Fig. 1: floorplan with the power grid
Scale bar: 50 µm. Pins as bars on the die edge. Tap cells in gray.
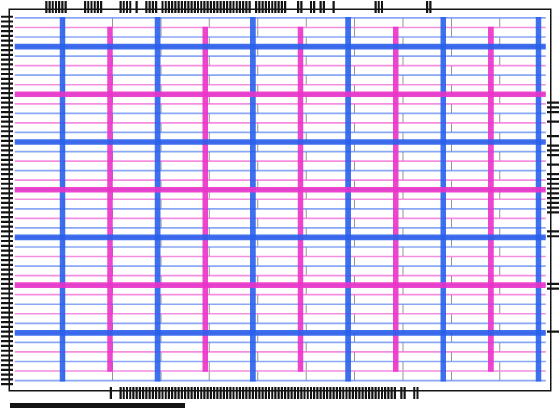
Fig. 2: nets reached from selected ports
Scale bar: 50 µm.
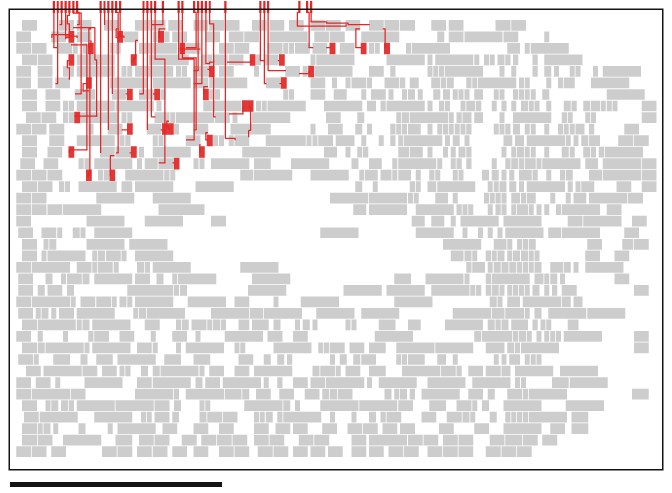
Fig. 3: placement by cell class
Fill, decap, tap and diode cells in gray.
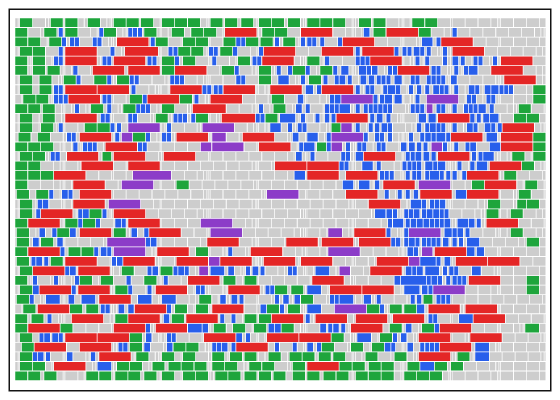
[src/rtl/multi_fetch_unit.sv]
// Fetch stage: owns PC/OldPC/Instr, launches one fetch per IRWrite from IDLE; a fetch takes 1 cycle plus memory wait states.
// Backpressure: stall holds the controller while a fetch is outstanding; a BUSY stretch of TIMEOUT cycles latches fault until reset.
module multi_fetch_unit #(
   parameter int              XLEN     = 32,
   parameter logic [XLEN-1:0] RESET_PC = '0,
   parameter int              TIMEOUT  = 15
) (
   input  logic            clk,
   input  logic            rst,
   input  logic            IRWrite,
   input  logic            PCWrite,
   input  logic [XLEN-1:0] PCNext,
   output logic            mem_req,
   output logic [XLEN-1:0] mem_addr,
   input  logic [31:0]     mem_rdata,
   input  logic            mem_ready,
   output logic            stall,
   output logic            fault,
   output logic [XLEN-1:0] PC,
   output logic [XLEN-1:0] OldPC,
   output logic [31:0]     Instr,
   output logic [6:0]      OP,
   output logic [2:0]      funct3,
   output logic [6:0]      funct7,
   output logic [4:0]      Rs1,
   output logic [4:0]      Rs2,
   output logic [4:0]      Rd,
   output logic [31:0]     fetch_count
);

   typedef enum logic [1:0] {IDLE, BUSY, FAULT} state_t;

   localparam logic [7:0] LAST_WAIT = 8'(TIMEOUT - 1);

   state_t     state;
   logic [7:0] wait_cnt;

   assign stall = (state == IDLE && IRWrite) || (state == BUSY && !mem_ready) || (state == FAULT);

   assign OP     = Instr[6:0];
   assign funct3 = Instr[14:12];
   assign funct7 = Instr[31:25];
   assign Rs1    = Instr[19:15];
   assign Rs2    = Instr[24:20];
   assign Rd     = Instr[11:7];

   always_ff @(posedge clk or negedge rst) begin
      if (!rst) begin
         state       <= IDLE;
         wait_cnt    <= 8'd0;
         PC          <= RESET_PC;
         OldPC       <= '0;
         mem_addr    <= '0;
         Instr       <= 32'h0000_0013;
         fetch_count <= 32'd0;
         mem_req     <= 1'b0;
         fault       <= 1'b0;
      end else begin
         // Gating by stall makes an IF-state PCWrite land on the completion edge.
         if (PCWrite && !stall) PC <= PCNext;
         case (state)
            IDLE: begin
               if (IRWrite) begin
                  OldPC    <= PC;
                  mem_addr <= PC;
                  wait_cnt <= 8'd0;
                  mem_req  <= 1'b1;
                  state    <= BUSY;
               end
            end
            BUSY: begin
               if (mem_ready) begin
                  Instr       <= mem_rdata;
                  fetch_count <= fetch_count + 32'd1;
                  mem_req     <= 1'b0;
                  state       <= IDLE;
               end else if (wait_cnt == LAST_WAIT) begin
                  mem_req <= 1'b0;
                  fault   <= 1'b1;
                  state   <= FAULT;
               end else begin
                  wait_cnt <= wait_cnt + 8'd1;
               end
            end
            FAULT: begin
               state <= FAULT;
            end
            default: begin
               state   <= IDLE;
               mem_req <= 1'b0;
            end
         endcase
      end
   end

endmodule

[config.mk]
export PLATFORM = sky130hd
export DESIGN_NAME = multi_fetch_unit
export DESIGN_NICKNAME = d
export VERILOG_FILES = /design/src/rtl/multi_fetch_unit.sv
export SDC_FILE = /design/constraint.sdc
export NUM_CORES = 1
export LEC_CHECK = 0
export ABC_AREA = 1
export CORE_ASPECT_RATIO = 0.7
export CORE_UTILIZATION = 41
export DETAILED_ROUTE_END_ITERATION = 6
export PLACE_DENSITY = 0.76
export SLEW_MARGIN = 0
export SYNTH_ARGS = -nofsm -noshare
export SYNTH_HDL_FRONTEND = slang
export SYNTH_SLANG_ARGS = --single-unit
[constraint.sdc]
create_clock -name clk -period 4.3 [get_ports clk]
set_input_delay 0.86 -clock clk [delete_from_list [all_inputs] [get_ports clk]]
set_output_delay 0.86 -clock clk [all_outputs]
set_load 0.02 [all_outputs]
==> notes.md <==
Summary of implementation figures.

Synth
The library cell with the highest instance count after synthesis is sky130_fd_sc_hd__nand2_1. The async set or reset register ratio after synthesis is 1.00. The cell-mix breakdown from Yosys lists the XOR/XNOR area share as 0.0251.

Finish
The most used logic cell in the final layout is sky130_fd_sc_hd__clkdlybuf4s50_1. The final instance area is 9560 µm². Relative to the synthesized area, the layout overhead comes to 44.3%.

Clock network
In this run the clock root is driven by a sky130_fd_sc_hd__clkbuf_16. The number of buffers inserted to repair setup after CTS is 0. The number of clock buffers inserted by TritonCTS is 17. The count of cells resized by post-cts repair is 0.

Floorplan
For this configuration, the core starts out at a cell density of 0.423. The overall die area is 16700 µm².

Placed design
At the end of routability-driven placement, the weighted congestion stood at 0.887. Input and output buffers added on the ports amount to 263.

Power
The largest part of the power goes to clock. The share of total power in the clock network is 0.504. The power report lists the combinational group at 142 µW. The switching power of the nets is 696 µW. The relative contribution of sequential cells to total power is 0.449.

Worst setup path
Listed in order, past its start point the critical path passes clkdlybuf4s50_1 > nor2_2 > inv_2 > nand2_4 > nor2_8 > inv_1 > clkdlybuf4s50_1. The cell depth of the worst setup path is 7. The delay of the slowest cell on the worst path is 540 ps.

Global route
The number of global-route vias before repair is roughly 5600. Entering global routing, the biggest net connects 96 pins.

Final timing
The final count of pins violating max slew is 0. Between clock sinks in the finished design, the worst skew comes to 9.75 ps.

Run status
The flow ran to the end, and the final reports show no timing, DRC or antenna violations.

Routing
The total vias in the final route is approximately 5700. Detailed-route iteration 0 reported a violation count of 286. The detailed-route wire length is 18000 µm.

Job
The number of maximum-capacitance constraint violations is 0.
Notes on Fig. 1 above:
- VSS: blue
- VDD: magenta
- met4 straps: 11
- tap cells: 200
- signal pins: 264
- rows: 38
- met5 straps: 7

Notes on Fig. 2 above:
- mem_rdata: red (bits 32; direction input; end cells 32; buffers 32; wire 789 µm)

Notes on Fig. 3 above:
- other buffers and delay cells: green (cells 268)
- flops: red (cells 140)
- combinational and other logic: blue (cells 552)
- clock drivers and dummy loads: purple (cells 32)

-- routing by layer --
metal | wire [µm] | share of wire | global-route usage | up-vias
li1 | - | - | - | 2764
met1 | 8180 | 0.45 | 0.298 | 2685
met2 | 8480 | 0.47 | 0.354 | 184
met3 | 1120 | 0.062 | 0.0521 | 22
met4 | 221 | 0.012 | 0.0714 | 0
met5 | 0 | 0 | 0 | -
-- area by class of cell --
class                   count  area, µm²  share of cell area
multi-input cells         481       2260               0.237
clock inverters            15        174              0.0182
clock buffers              17        425              0.0445
inverters                  71        267              0.0279
repair buffers            268       2670               0.280
flip-flops and latches    140       3510               0.367
well taps                 200        250              0.0262
-- state kept, by name, summed over array words and instances, names as in the netlist --
name / flops
Instr: 32
OldPC: 32
PC: 32
fault: 1
fetch_count: 32
mem_req: 1
state: 2
wait_cnt: 8
Power figures rest on the tool's default switching activity, not on a simulated workload.
